**Run 1: where the registers sit**

The bar under the picture is 20 um long. Other sequential cells in the stronger grey, the rest of the logic in the fainter grey.
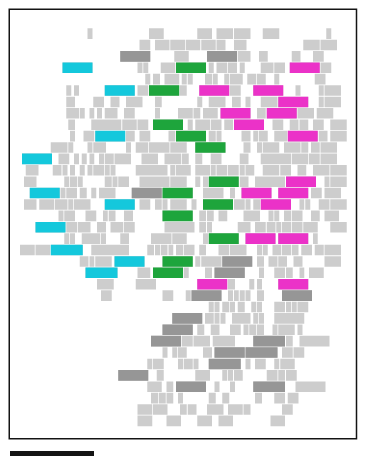
**Run 1: track usage over the die**

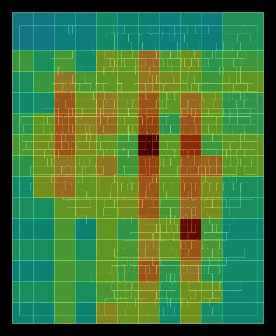
**Run 1: cell classes on the final placement**

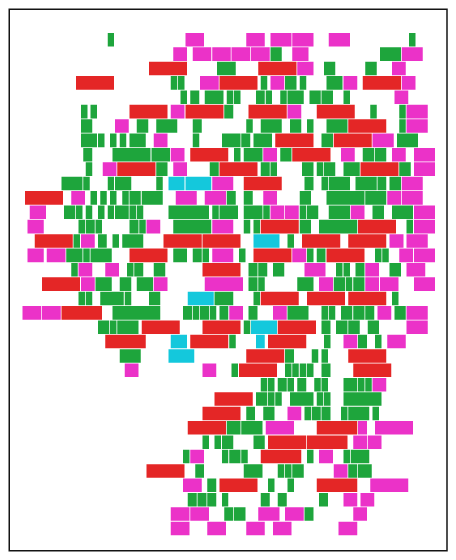
**Run 1: wire density map**

The bar under the picture is 20 um long. 17 x 20 tiles, from dark blue (low) to red (high), scaled to the fullest tile. Values are wire area over tile area, all layers added.
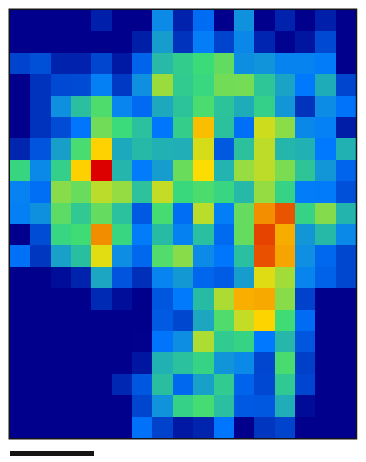
File: src/rtl/xadc_drp_responder.sv
// xadc_drp_responder: XADC-style DRP slave with an emulated free-running VAUX6 conversion
//   CLK, reset_in            : clock, synchronous active-high reset
//   daddr_in/den_in/dwe_in/di_in : DRP request (den_in is a one-cycle strobe)
//   sample_in                : 12-bit code latched at each end of conversion
//   do_out/drdy_out          : DRP read data and completion strobe
//   busy_out/eoc_out/eos_out/channel_out : conversion status
//   Macro XADC_DRP_WRITE_EN  : makes configuration registers 0x40-0x42 writable
module xadc_drp_responder #(
  parameter int CONV_CYCLES = 26,
  parameter int DRP_LATENCY = 4
) (
  input  logic        CLK,
  input  logic        reset_in,
  input  logic [6:0]  daddr_in,
  input  logic        den_in,
  input  logic        dwe_in,
  input  logic [15:0] di_in,
  input  logic [11:0] sample_in,
  output logic [15:0] do_out,
  output logic        drdy_out,
  output logic        busy_out,
  output logic        eoc_out,
  output logic        eos_out,
  output logic [4:0]  channel_out
);
  localparam logic [1:0] IDLE = 2'd0;
  localparam logic [1:0] WAIT = 2'd1;
  localparam logic [1:0] RESP = 2'd2;
  localparam logic [9:0] LAST = 10'(CONV_CYCLES - 1);
  localparam logic [3:0] LAT0 = 4'(DRP_LATENCY - 2);
  logic [1:0]  state;
  logic [3:0]  lat;
  logic [6:0]  addr;
  logic        we;
  logic [9:0]  cnt;
  logic        run;
  logic        term;
  logic [15:0] result;
  logic [15:0] do_q;
  logic [15:0] rdata;
  logic        cfg_hit;
  // run keeps busy_out low for the cycle the counter sits at 0 straight out of reset
  assign term     = cnt == LAST;
  assign busy_out = run && !term;
  assign cfg_hit  = addr[6:2] == 5'b10000 && addr[1:0] != 2'b11;
  always_ff @(posedge CLK) begin
    if (reset_in) begin
      cnt         <= '0;
      run         <= 1'b0;
      result      <= '0;
      eoc_out     <= 1'b0;
      eos_out     <= 1'b0;
      channel_out <= '0;
    end else begin
      run     <= 1'b1;
      cnt     <= term ? '0 : cnt + 10'd1;
      eoc_out <= term;
      eos_out <= term;
      if (term) begin
        result      <= {sample_in, 4'h0};
        channel_out <= 5'h16;
      end
    end
  end
`ifdef XADC_DRP_WRITE_EN
  logic [15:0] wdata;
  logic [15:0] cfg [4];
  always_ff @(posedge CLK) begin
    if (reset_in) begin
      for (int i = 0; i < 4; i++) cfg[i] <= '0;
    end else begin
      for (int i = 0; i < 3; i++)
        if (state == RESP && we && cfg_hit && addr[1:0] == 2'(i)) cfg[i] <= wdata;
    end
  end
  always_ff @(posedge CLK) begin
    if (reset_in) wdata <= '0;
    else if (state == IDLE && den_in) wdata <= di_in;
  end
  always_comb rdata = addr == 7'h16 ? result : cfg_hit ? cfg[addr[1:0]] : 16'h0000;
`else
  logic unused_wr;
  assign unused_wr = ^{di_in, cfg_hit};
  always_comb rdata = addr == 7'h16 ? result : 16'h0000;
`endif
  // Read data is taken live in RESP so a conversion landing up to that cycle is seen
  assign drdy_out = state == RESP;
  assign do_out   = (drdy_out && !we) ? rdata : do_q;
  always_ff @(posedge CLK) begin
    if (reset_in) begin
      state <= IDLE;
      lat   <= '0;
      addr  <= '0;
      we    <= 1'b0;
      do_q  <= '0;
    end else begin
      do_q <= do_out;
      case (state)
        IDLE: if (den_in) begin
          addr  <= daddr_in;
          we    <= dwe_in;
          lat   <= LAT0;
          state <= WAIT;
        end
        WAIT: begin
          lat   <= lat - 4'd1;
          state <= lat == 4'd0 ? RESP : WAIT;
        end
        default: state <= IDLE;
      endcase
    end
  end
endmodule

File: config.mk
export PLATFORM = sky130hd
export DESIGN_NAME = xadc_drp_responder
export DESIGN_NICKNAME = d
export VERILOG_FILES = /design/src/rtl/xadc_drp_responder.sv
export SDC_FILE = /design/constraint.sdc
export NUM_CORES = 1
export LEC_CHECK = 0
export ABC_AREA = 1
export CORE_ASPECT_RATIO = 1.25
export CORE_MARGIN = 2
export CORE_UTILIZATION = 31
export CTS_CLUSTER_DIAMETER = 120
export DETAILED_ROUTE_END_ITERATION = 16
export HOLD_SLACK_MARGIN = 0.03
export SYNTH_ARGS = -nofsm -noshare
export SYNTH_HDL_FRONTEND = slang
export SYNTH_SLANG_ARGS = --single-unit
File: constraint.sdc
create_clock -name CLK -period 1.3 [get_ports CLK]
set_input_delay 0.13 -clock CLK [delete_from_list [all_inputs] [get_ports CLK]]
set_output_delay 0.13 -clock CLK [all_outputs]
set_load 0.02 [all_outputs]
==> impl_metrics.env, run 1 <==
# yosys + openroad results
export IMPL_outcome="finished with violations"
export IMPL_crit_buf_inv=2
export IMPL_drcViolationCount=0
export IMPL_violations="setup timing"
export IMPL_chipArea_um2=8436
export IMPL_cp_slowest_cell="dfxtp_2"
export IMPL_hold_violations=0
export IMPL_dp_slack_ns=-0.4076
export IMPL_grt_ovfl_total=0
export IMPL_io_pins=64
export IMPL_core_area_um2=7445
export IMPL_ff_type="dfxtp_1"
export IMPL_die_w_um=82.55
export IMPL_synthCells=324
export IMPL_dr_wl_met3_um=181
export IMPL_rows=35
export IMPL_setup_worst_path_end_class="primary output"
export IMPL_ys_cells=324
export IMPL_port_buffers=45
export IMPL_finalCriticalPeriod_ns=1.576
export IMPL_nNetsFinal=469
export IMPL_setup_ws_ns=-0.2761
export IMPL_yosys_top_cells_count="nand2_1 (75), dfxtp_1 (55), nor2_1 (44)"
export IMPL_ys_ff=55
export IMPL_ys_seq_share_pct=46.05
export IMPL_skew_ns=0.02137
export IMPL_setup_violations=18
export IMPL_cts_tree="done"
export IMPL_mi_logic_area_um2=1396
export IMPL_clkLatencyLatePin_ns=0.31
export IMPL_numCtsBuffers=5
export IMPL_synth_warning_count=0
export IMPL_ys_types=30
export IMPL_drv_cap=0
export IMPL_edf_count=0
export IMPL_drtIter0Drc=87
export IMPL_clockBufferDepth=2
export IMPL_grt_max_degree=22
export IMPL_ctsHtreeMaxLevel=2
export IMPL_dp_hpwl_mm=3.744
export IMPL_wl_met1_mm=2.490
export IMPL_area_growth_pct=62.01
export IMPL_placed_cells=493
export IMPL_clkSinkCount=55
export IMPL_cp_max_fo=6
export IMPL_ant_nets=0
export IMPL_fin_util_pct=52.03
export IMPL_hold_path_class="in -> reg"
export IMPL_critPathArrivalTime_ns=1.45
export IMPL_post_route_period_util_pct=121.2
export IMPL_synth_top_area_share_pct=46.05
export IMPL_yosys_area_top_type="dfxtp_1"
export IMPL_slew_viol_final=0
export IMPL_post_drt_via_cell_ratio=4.400
export IMPL_path_cells="nor2_2 > nand3_2 > nor2_4 > buf_6 > nand2_2 > nand2_2 > buf_6"
export IMPL_r2r_cells=9
export IMPL_crit_family="simple AND/OR/NAND/NOR gates"
export IMPL_p_leak_nw=1.670
export IMPL_slowest_delay_ns=0.33
export IMPL_syn_area_um2=2391
export IMPL_holdBufCountCts=0
export IMPL_p_per_area_nw_per_um2=844.6
export IMPL_vdd_drop_max_mv=0.4685
export IMPL_fin_cells=520
export IMPL_path_clk_slew_ns=0.11
export IMPL_root_buffer="clkbuf_8"
export IMPL_rsz0062_at_grt="true"
export IMPL_warnings=45
export IMPL_regArea_um2=1109
export IMPL_async_flop_share_pct=0
## Picture notes: 'where the registers sit'
legend:
  magenta:
    signal: `do_q`
    flops: 16
  green:
    signal: `result`
    flops: 12
  cyan:
    signal: `cnt`
    flops: 10
not coloured: 17

## Picture notes: 'track usage over the die'
GR Util All Layers: 13.94%
layer with the highest usage: met2
M3 GR Usage: 2.473%

## Picture notes: 'cell classes on the final placement'
legend:
  cyan:
    class: clock drivers and dummy loads
    cells: 8
  magenta:
    class: remaining buffers and delay cells
    cells: 107
  red:
    class: sequential cells
    cells: 55
  green:
    class: combinational and other logic
    cells: 258

## Picture notes: 'wire density map'
emptiest ninth of the die: bottom left
nearly empty tiles: 24%
tiles over half the peak: 17%
Avg WL per Cell: 11.23 um
total wire length: 5.839 mm
vias: 2288

[run 1: cell usage in the layout (no fill, tap or decap), types with 8 or more instances in the layout]
| cell type | synthesis | routed |
|---|---|---|
| a21oi_1 | 18 | 13 |
| a21oi_2 | 3 | 8 |
| buf_4 | 7 | 50 |
| buf_6 | 3 | 25 |
| clkdlybuf4s50_1 | 0 | 22 |
| dfxtp_1 | 55 | 49 |
| inv_1 | 38 | 31 |
| inv_2 | 4 | 10 |
| nand2_1 | 75 | 43 |
| nand2_2 | 1 | 24 |
| nand2_4 | 1 | 9 |
| nand3_1 | 29 | 19 |
| nand3_2 | 1 | 11 |
| nor2_1 | 44 | 26 |
| nor2_2 | 6 | 19 |
| nor2_4 | 5 | 10 |
| o21ai_0 | 12 | 10 |
[run 1: power breakdown]
group          switching [mW]  internal, mW  total (mW)
clock                   0.580         0.388       0.968
sequential             0.0371          1.75        1.79
combinational           0.273         0.245       0.518
total                   0.890          2.38        3.27
[run 1: logic make-up (layout without fill, tap and decap cells)]
family / Yosys count / count (layout) / share of synthesized area (%)
compound gates: 36 / 36 / 8.216
xor+xnor: 2 / 2 / 0.7327
fa+ha+maj: 3 / 3 / 1.570
buf+inv: 58 / 157 / 11.35
flops: 55 / 55 / 46.05
other cells: 1 / 2 / 0.1568
simple gates: 169 / 173 / 31.92
[run 1: sequential cells by signal (all words and copies together), names as in the netlist, 2 cells and up]
| name | cells |
|---|---|
| cnt | 10 |
| do_q | 16 |
| lat | 4 |
| state | 2 |
| result | 12 |
| addr | 7 |
[run 1: final timing paths]
check	start	endpoint	slack (ns)
min reg2reg	result[5]	result[5]	0.46
max reg2reg	we	do_q[0]	-0.03
min	sample_in[8]	result[12]	0.38
max	addr[0]	do_out[6]	-0.28
[run 1: layout make-up]
class                           count  area share (%)
Clock buffer                        5           1.776
Clock inverter                      3          0.5814
Inverter                           42           4.167
Multi-Input combinational cell    216           36.05
Sequential cell                    55           28.62
Tap cell                           92           2.972
Timing Repair Buffer              107           25.84
[run 1: metal layers]
layer  track usage [%]  up-vias
met3             2.473        6
li1                  -     1222
met5                 0        -
met4             3.783        0
met1             16.98     1024
met2             24.94       36
[run 1: timing repair]
action                                  in CTS  in global routing
buffers inserted                            12                  6
gates cloned                                 3                  2
pin swaps                                    8                 22
resized                                    139                 86
endpoints found under the setup margin      45                 43
[run 1: worst min-delay path, stage by stage]
cell and delay, ns:
clkdlybuf4s50_1 0.41, nand3_1 0.08, nand2_1 0.04
[run 1: metrics by stage]
step,instance area (um2),total power [mW],setup TNS (ns),hold WS (ns)
after CTS,3560,3.254,-4.293,0.3806
final,3874,3.272,-3.871,0.3751
after global placement,3212,2.199,-6.598,0.4596
after floorplan,2395,2.029,0,0.2085
after global routing,3874,3.437,-6.043,0.3996
after detailed placement,3212,2.208,-6.944,0.4604
## Run 2: what changed since run 1
Settings changed: PLACE_DENSITY_LB_ADDON set to 0.12.
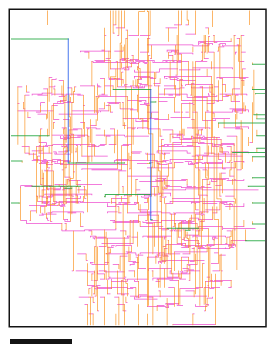
**Above:** run 2 (metal layers overlaid).
The bar under the picture is 20 um long.
legend:
  blue:
    layer: metal 4
    wire_length: 82.3 um
  green:
    layer: metal 3
    wire_length: 188 um
  magenta:
    layer: metal 1
    wire_length: 2380 um
  orange:
    layer: metal 2
    wire_length: 3040 um
vias: 2279
GR Util All Layers: 14.10%

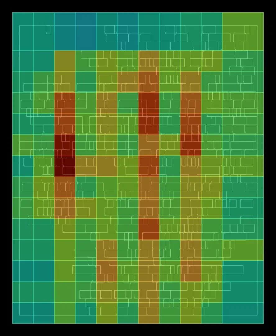
**Above:** run 2 (track usage over the die).
GRT met2 Usage: 25.00%
final core occ: 51.61%

==> run 2 against run 1 <==
The flow still finishes with violations (setup timing). Critical path type unchanged. Wire length is 2.5% lower. Area after synthesis unchanged. Maximum frequency is 2.5% higher.
==> impl_metrics.env, run 2 <==
# yosys + openroad results
export IMPL_outcome="finished with violations"
export IMPL_violations="setup timing"
export IMPL_drtPass1Iterations=4
export IMPL_rsz0062_at_grt="true"
export IMPL_wl_per_cell_um=11.05
export IMPL_post_drt_via_cell_ratio=4.425
export IMPL_hold_path_class="in -> reg"
export IMPL_antenna_found_initial=0
export IMPL_finalCriticalPeriod_ns=1.537
export IMPL_die_w_um=82.55
export IMPL_cp_max_fo=6
export IMPL_clkSinkCount=55
export IMPL_final_cell_mix="dfxtp_1 (50), nand2_1 (47), buf_4 (41)"
export IMPL_vdd_drop_max_mv=0.4653
export IMPL_final_cell_area_um2=3842
export IMPL_layout_top_cell="dfxtp_1"
export IMPL_synthCells=324
export IMPL_ys_cells=324
export IMPL_ys_chip_area_um2=2391
export IMPL_hold_violations=0
export IMPL_slew_viol_final=0
export IMPL_fmax_mhz=650.6
export IMPL_io_pins=64
export IMPL_path_class="reg -> out"
export IMPL_grt_max_degree=22
export IMPL_skew_ns=0.005558
export IMPL_setup_violations=23
export IMPL_ys_seq_share_pct=46.05
export IMPL_async_flop_share_pct=0
export IMPL_holdBufCountCts=0
export IMPL_regArea_um2=1107
export IMPL_synth_warning_count=0
export IMPL_dp_slack_ns=-0.4353
export IMPL_reg_largest_list="do_q (16), result (12), cnt (10)"
export IMPL_warnings=45
export IMPL_drcViolationCount=0
export IMPL_timing_rr_start="state[1]"
export IMPL_top_usage_layer="met2"
export IMPL_hold_path_startpoint="sample_in[9]"
export IMPL_numCtsBuffers=5
export IMPL_port_buffers=45
export IMPL_gp_congestion=0.7445
export IMPL_drv_cap=0
export IMPL_post_route_period_util_pct=118.2
export IMPL_core_area_um2=7445
export IMPL_edf_count=0
export IMPL_path_clk_slew_ns=0.09
export IMPL_p_leak_nw=1.604
export IMPL_grt_ovfl_total=0
export IMPL_fill_cells=748
export IMPL_yosys_area_top_type="dfxtp_1"
export IMPL_ys_types=30
export IMPL_syn_area_um2=2391
export IMPL_synth_area_per_cell_um2=7.380
export IMPL_clockBufferDepth=2
export IMPL_area_growth_pct=60.70
export IMPL_p_per_area_nw_per_um2=835.2
export IMPL_setup_ws_ns=-0.2370
export IMPL_ant_nets=0
export IMPL_floorplan_core_util_pct=32.12
export IMPL_root_buffer="clkbuf_8"
export IMPL_cts_tree="done"
export IMPL_clkLatencyLatePin_ns=0.30
export IMPL_regMostFlops="do_q"
export IMPL_largest_reg_flops=16
export IMPL_layout_drive_gt1_share_pct=42.08
export IMPL_grt_pass1_wl_mm=9.252
export IMPL_mi_logic_area_um2=1403
export IMPL_grtUsageMet1_pct=17.02
export IMPL_grt_met3_usage_pct=2.562
export IMPL_ys_ff=55
export IMPL_critPathArrivalTime_ns=1.41
export IMPL_ff_type="dfxtp_1"
export IMPL_worstPathRequired_ns=1.17
export IMPL_drtIter0Drc=63
export IMPL_rows=35
export IMPL_grt_pass1_vias=2099
export IMPL_dp_hpwl_mm=3.750
export IMPL_ctsHtreeMaxLevel=2
export IMPL_top_cells_by_area="dfxtp_1 (46%), nand2_1 (12%), nor2_1 (6.9%)"
export IMPL_setup_worst_path_end_class="primary output"
export IMPL_yosysMostFrequentCell="nand2_1"
export IMPL_synth_top_area_share_pct=46.05
export IMPL_n_antenna_cell=0
export IMPL_startpoint="addr[6]"
export IMPL_cp_start_kind="register"
export IMPL_chipArea_um2=8436
export IMPL_wl_mm=5.691
export IMPL_post_dp_cell_area_um2=3192
export IMPL_nNetsFinal=464
export IMPL_yosys_top_cells_count="nand2_1 (75), dfxtp_1 (55), nor2_1 (44)"
export IMPL_die_y_um=102.2
==> run 2: path summary, 6_finish.rpt <==
check / to / slack, ns / cells after the start
max: do_out[4] / -0.24 / 7
min: result[13] / 0.41 / 3
max reg2reg: do_q[0] / -0.08 / 11
min reg2reg: result[4] / 0.46 / 2
==> run 2: cell type report <==
type,count,area share [%]
clock buffer,7,1.986
timing repair buffer,102,25.37
inverter,42,4.201
tap,92,2.996
clock inverter,1,0.1303
sequential,55,28.82
multi-input combinational,216,36.50
==> run 2: cell families after synthesis <==
group / count (synthesis) / share of synthesized area [%]
xor gates and xnor gates: 2 / 0.7327
buffers and inverters: 58 / 11.35
AOI/OAI and AO/OA: 36 / 8.216
DFF: 55 / 46.05
other: 1 / 0.1568
and+or+nand+nor: 169 / 31.92
adders and majority gates: 3 / 1.570
==> run 2: where the power goes <==
part	internal, mW	total (mW)	switching [mW]	leakage (nW)
clock	0.380	0.907	0.528	0.0422
combinational	0.245	0.521	0.276	1.11
sequential	1.75	1.78	0.0338	0.448
total	2.37	3.21	0.838	1.60
==> run 2: critical path: stages (launching register included) <==
cell and delay [ns]:
dfxtp_2 0.33, nor2_2 0.11, nand3_2 0.09, nor2_4 0.16, buf_6 0.16, nand2_2 0.08
nand2_2 0.07, buf_6 0.11
==> run 2: metal layers <==
layer	vias up	share of wire (%)
li1	1197	-
met1	1043	42
met2	32	53
met3	7	3.3
met4	0	1.4
met5	-	0
==> run 2: timing repair <==
| item | in CTS | in global routing |
|---|---|---|
| cloned | 4 | 2 |
| gates resized | 131 | 91 |
| buffers inserted | 7 | 5 |
| endpoints found under the setup margin | 36 | 48 |
| pin swaps | 6 | 26 |
==> run 2: through the flow <==
stage                     power [mW]  TNS [ns]  std cells  hold slack [ns]
after floorplan                2.029         0        325           0.2085
after global placement         2.206    -6.693        492           0.4593
after detailed placement       2.210    -6.785        492           0.4613
after CTS                      3.212    -4.048        510           0.3904
after global routing           3.382    -6.539        515           0.3918
final                          3.209    -3.724        515           0.4072
## Run 3: what changed since run 2
Settings changed: CAP_MARGIN set to 20, REMOVE_ABC_BUFFERS set to 1.
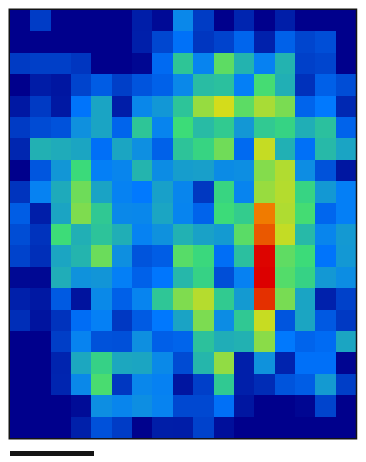
**Above:** run 3 (wire density map).
The bar under the picture is 20 um long. 17 x 20 tiles, from dark blue (low) to red (high), scaled to the fullest tile. Values are wire area over tile area, all layers added.
vias: 2320
Avg WL per Cell: 12.04 um
GR Util All Layers: 15.60%
total wire length: 6.213 mm

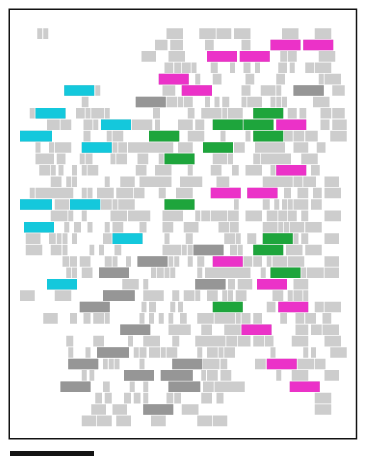
**Above:** run 3 (where the registers sit).
The bar under the picture is 20 um long. Other sequential cells in the stronger grey, the rest of the logic in the fainter grey.
legend:
  green:
    signal: `result`
    flops: 12
  magenta:
    signal: `do_q`
    flops: 16
  cyan:
    signal: `cnt`
    flops: 10
sequential cell area share: 28.73%
final core occ: 51.83%
storage element area: 1109 um2
Seq group: 1.78 mW

==> run 3 against run 2 <==
The run still ends with setup timing left. Critical endpoint is now do_out[8]. First-iteration DRC count did not move. Power rose by 13%. Area after synthesis did not move. Utilization rose by 0.22 points. Wire length rose by 9.2%.
==> impl_metrics.env, run 3 <==
# yosys + openroad results
export IMPL_port_buffers=45
export IMPL_outcome="finished with violations"
export IMPL_fin_cells=516
export IMPL_path_cells="nand3b_1 > nor2_4 > buf_6 > nand2_2 > nand2_2 > buf_6"
export IMPL_post_route_period_util_pct=121.9
export IMPL_synth_top_area_share_pct=46.05
export IMPL_holdBufCountCts=0
export IMPL_reg_largest_list="do_q (16), result (12), cnt (10)"
export IMPL_ff_type="dfxtp_1"
export IMPL_crit_family="simple AND/OR/NAND/NOR gates"
export IMPL_rows=35
export IMPL_fmax_mhz=631.1
export IMPL_synth_area_per_cell_um2=7.380
export IMPL_gp_congestion=0.7111
export IMPL_hold_violations=0
export IMPL_largest_reg_flops=16
export IMPL_cts_tree="done"
export IMPL_root_buffer="clkbuf_8"
export IMPL_die_y_um=102.2
export IMPL_drtPass1Iterations=4
export IMPL_ys_cells=324
export IMPL_ys_seq_share_pct=46.05
export IMPL_syn_area_um2=2391
export IMPL_violations="setup timing"
export IMPL_p_total_mw=3.623
export IMPL_crit_buf_inv=2
export IMPL_grt_pass1_vias=2238
export IMPL_ctsHtreeMaxLevel=2
export IMPL_clkSinkCount=55
export IMPL_yosysMostFrequentCell="nand2_1"
export IMPL_yosys_area_top_type="dfxtp_1"
export IMPL_grt_pass1_wl_mm=10.09
export IMPL_yosys_top_cells_count="nand2_1 (75), dfxtp_1 (55), nor2_1 (44)"
export IMPL_cp_start_kind="register"
export IMPL_placed_cells=495
export IMPL_p_per_area_nw_per_um2=938.9
export IMPL_ys_types=30
export IMPL_final_cell_area_um2=3859
export IMPL_regMostFlops="do_q"
export IMPL_fin_tns_setup_ns=-4.315
export IMPL_top_cells_by_area="dfxtp_1 (46%), nand2_1 (12%), nor2_1 (6.9%)"
export IMPL_area_growth_pct=61.38
export IMPL_n_antenna_cell=0
export IMPL_critPathArrivalTime_ns=1.45
export IMPL_edf_count=0
export IMPL_slowest_delay_ns=0.32
export IMPL_vdd_drop_max_mv=0.5502
export IMPL_ys_ff=55
export IMPL_grt_max_degree=22
export IMPL_clockBufferDepth=2
export IMPL_setup_ws_ns=-0.2845
export IMPL_clkLatencyLatePin_ns=0.31
export IMPL_layout_drive_gt1_share_pct=42.22
export IMPL_setup_worst_path_end_class="primary output"
export IMPL_ant_nets=0
export IMPL_drtIter0Drc=63
export IMPL_hold_slack_ns=0.3886
export IMPL_nNetsFinal=465
export IMPL_slew_viol_final=0
export IMPL_antenna_found_initial=0
export IMPL_ys_chip_area_um2=2391
export IMPL_drv_cap=0
export IMPL_worstPathRequired_ns=1.17
export IMPL_drcViolationCount=0
export IMPL_p_leak_nw=1.632
export IMPL_path_class="reg -> out"
export IMPL_dp_hpwl_mm=3.903
export IMPL_post_dp_cell_area_um2=3214
export IMPL_finalCriticalPeriod_ns=1.585
export IMPL_warnings=44
export IMPL_synthCells=324
export IMPL_layout_top_cell="dfxtp_1"
export IMPL_post_drt_via_cell_ratio=4.496
export IMPL_core_area_um2=7445
export IMPL_setup_violations=19
export IMPL_grt_ovfl_total=0
export IMPL_hold_path_class="in -> reg"
export IMPL_die_w_um=82.55
export IMPL_async_flop_share_pct=0
export IMPL_skew_ns=0.007585
export IMPL_synth_warning_count=0
export IMPL_rsz0062_at_grt="true"
export IMPL_cp_slowest_cell="dfxtp_1"
export IMPL_floorplan_core_util_pct=32.12
export IMPL_io_pins=64
export IMPL_cp_max_fo=6
export IMPL_final_cell_mix="dfxtp_1 (49), nand2_1 (42), buf_4 (42)"
export IMPL_path_clk_slew_ns=0.10
export IMPL_numCtsBuffers=5
export IMPL_chipArea_um2=8436
run 3: cell counts after synthesis:
Identical to the previous run, type by type.
run 3: metrics by stage:
stage	utilization [%]	worst slack (ns)
final	51.83	-0.2845
after detailed placement	43.18	-0.4228
after CTS	49.45	-0.3003
after global placement	43.18	-0.3922
after floorplan	-	-0.009643
after global routing	51.83	-0.3672
run 3: power by group:
group / total (mW) / leakage [nW] / switching, mW / internal (mW)
clock network: 1.33 / 0.0654 / 0.558 / 0.770
logic: 0.514 / 1.12 / 0.269 / 0.244
registers: 1.78 / 0.449 / 0.0328 / 1.75
total: 3.62 / 1.63 / 0.861 / 2.76
run 3: final timing paths:
path	from	endpoint	slack, ns	depth (start not counted)
setup / recovery	addr[3]	do_out[8]	-0.28	6
hold / removal	sample_in[11]	result[15]	0.39	3
setup reg to reg	state[1]	do_q[3]	0	10
hold reg to reg	result[15]	result[15]	0.46	2
run 3: final cells by class:
| type | instances | area, um2 |
|---|---|---|
| well taps | 92 | 115.1 |
| repair buffers | 104 | 1002 |
| multi-input cells | 215 | 1339 |
| flip-flops and latches | 55 | 1109 |
| clock inverters | 2 | 60.06 |
| fillers | 740 | 3586 |
| clock buffers | 6 | 72.57 |
| inverters | 42 | 161.4 |
run 3: what timing repair did:
item                       4_1_cts  5_1_grt
resized                        167       53
gates cloned                     4        0
setup endpoints to repair       45       52
pin swaps                       13       15
setup buffers                   13        6
run 3: logic make-up (layout without fill, tap and decap cells):
logic type	after synthesis	count (layout)	synth area share [%]
xor+xnor	2	2	0.7327
fa+ha+maj	3	3	1.570
flops	55	55	46.05
other cells	1	2	0.1568
compound gates	36	36	8.216
buf+inv	58	154	11.35
simple gates	169	172	31.92
run 3: layer usage:
layer	up-vias	GRT usage [%]	share of wire (%)
li1	1198	-	-
met1	1071	18.50	43
met2	40	27.61	51
met3	11	3.004	4.0
met4	0	5.675	2.5
met5	-	0	0
run 3: worst min-delay path, stage by stage:
cell and delay [ns]:
clkdlybuf4s50_1 0.41, nand3_1 0.08, nand2_1 0.04
Power figures rest on the tool's default switching activity, not on a simulated workload.
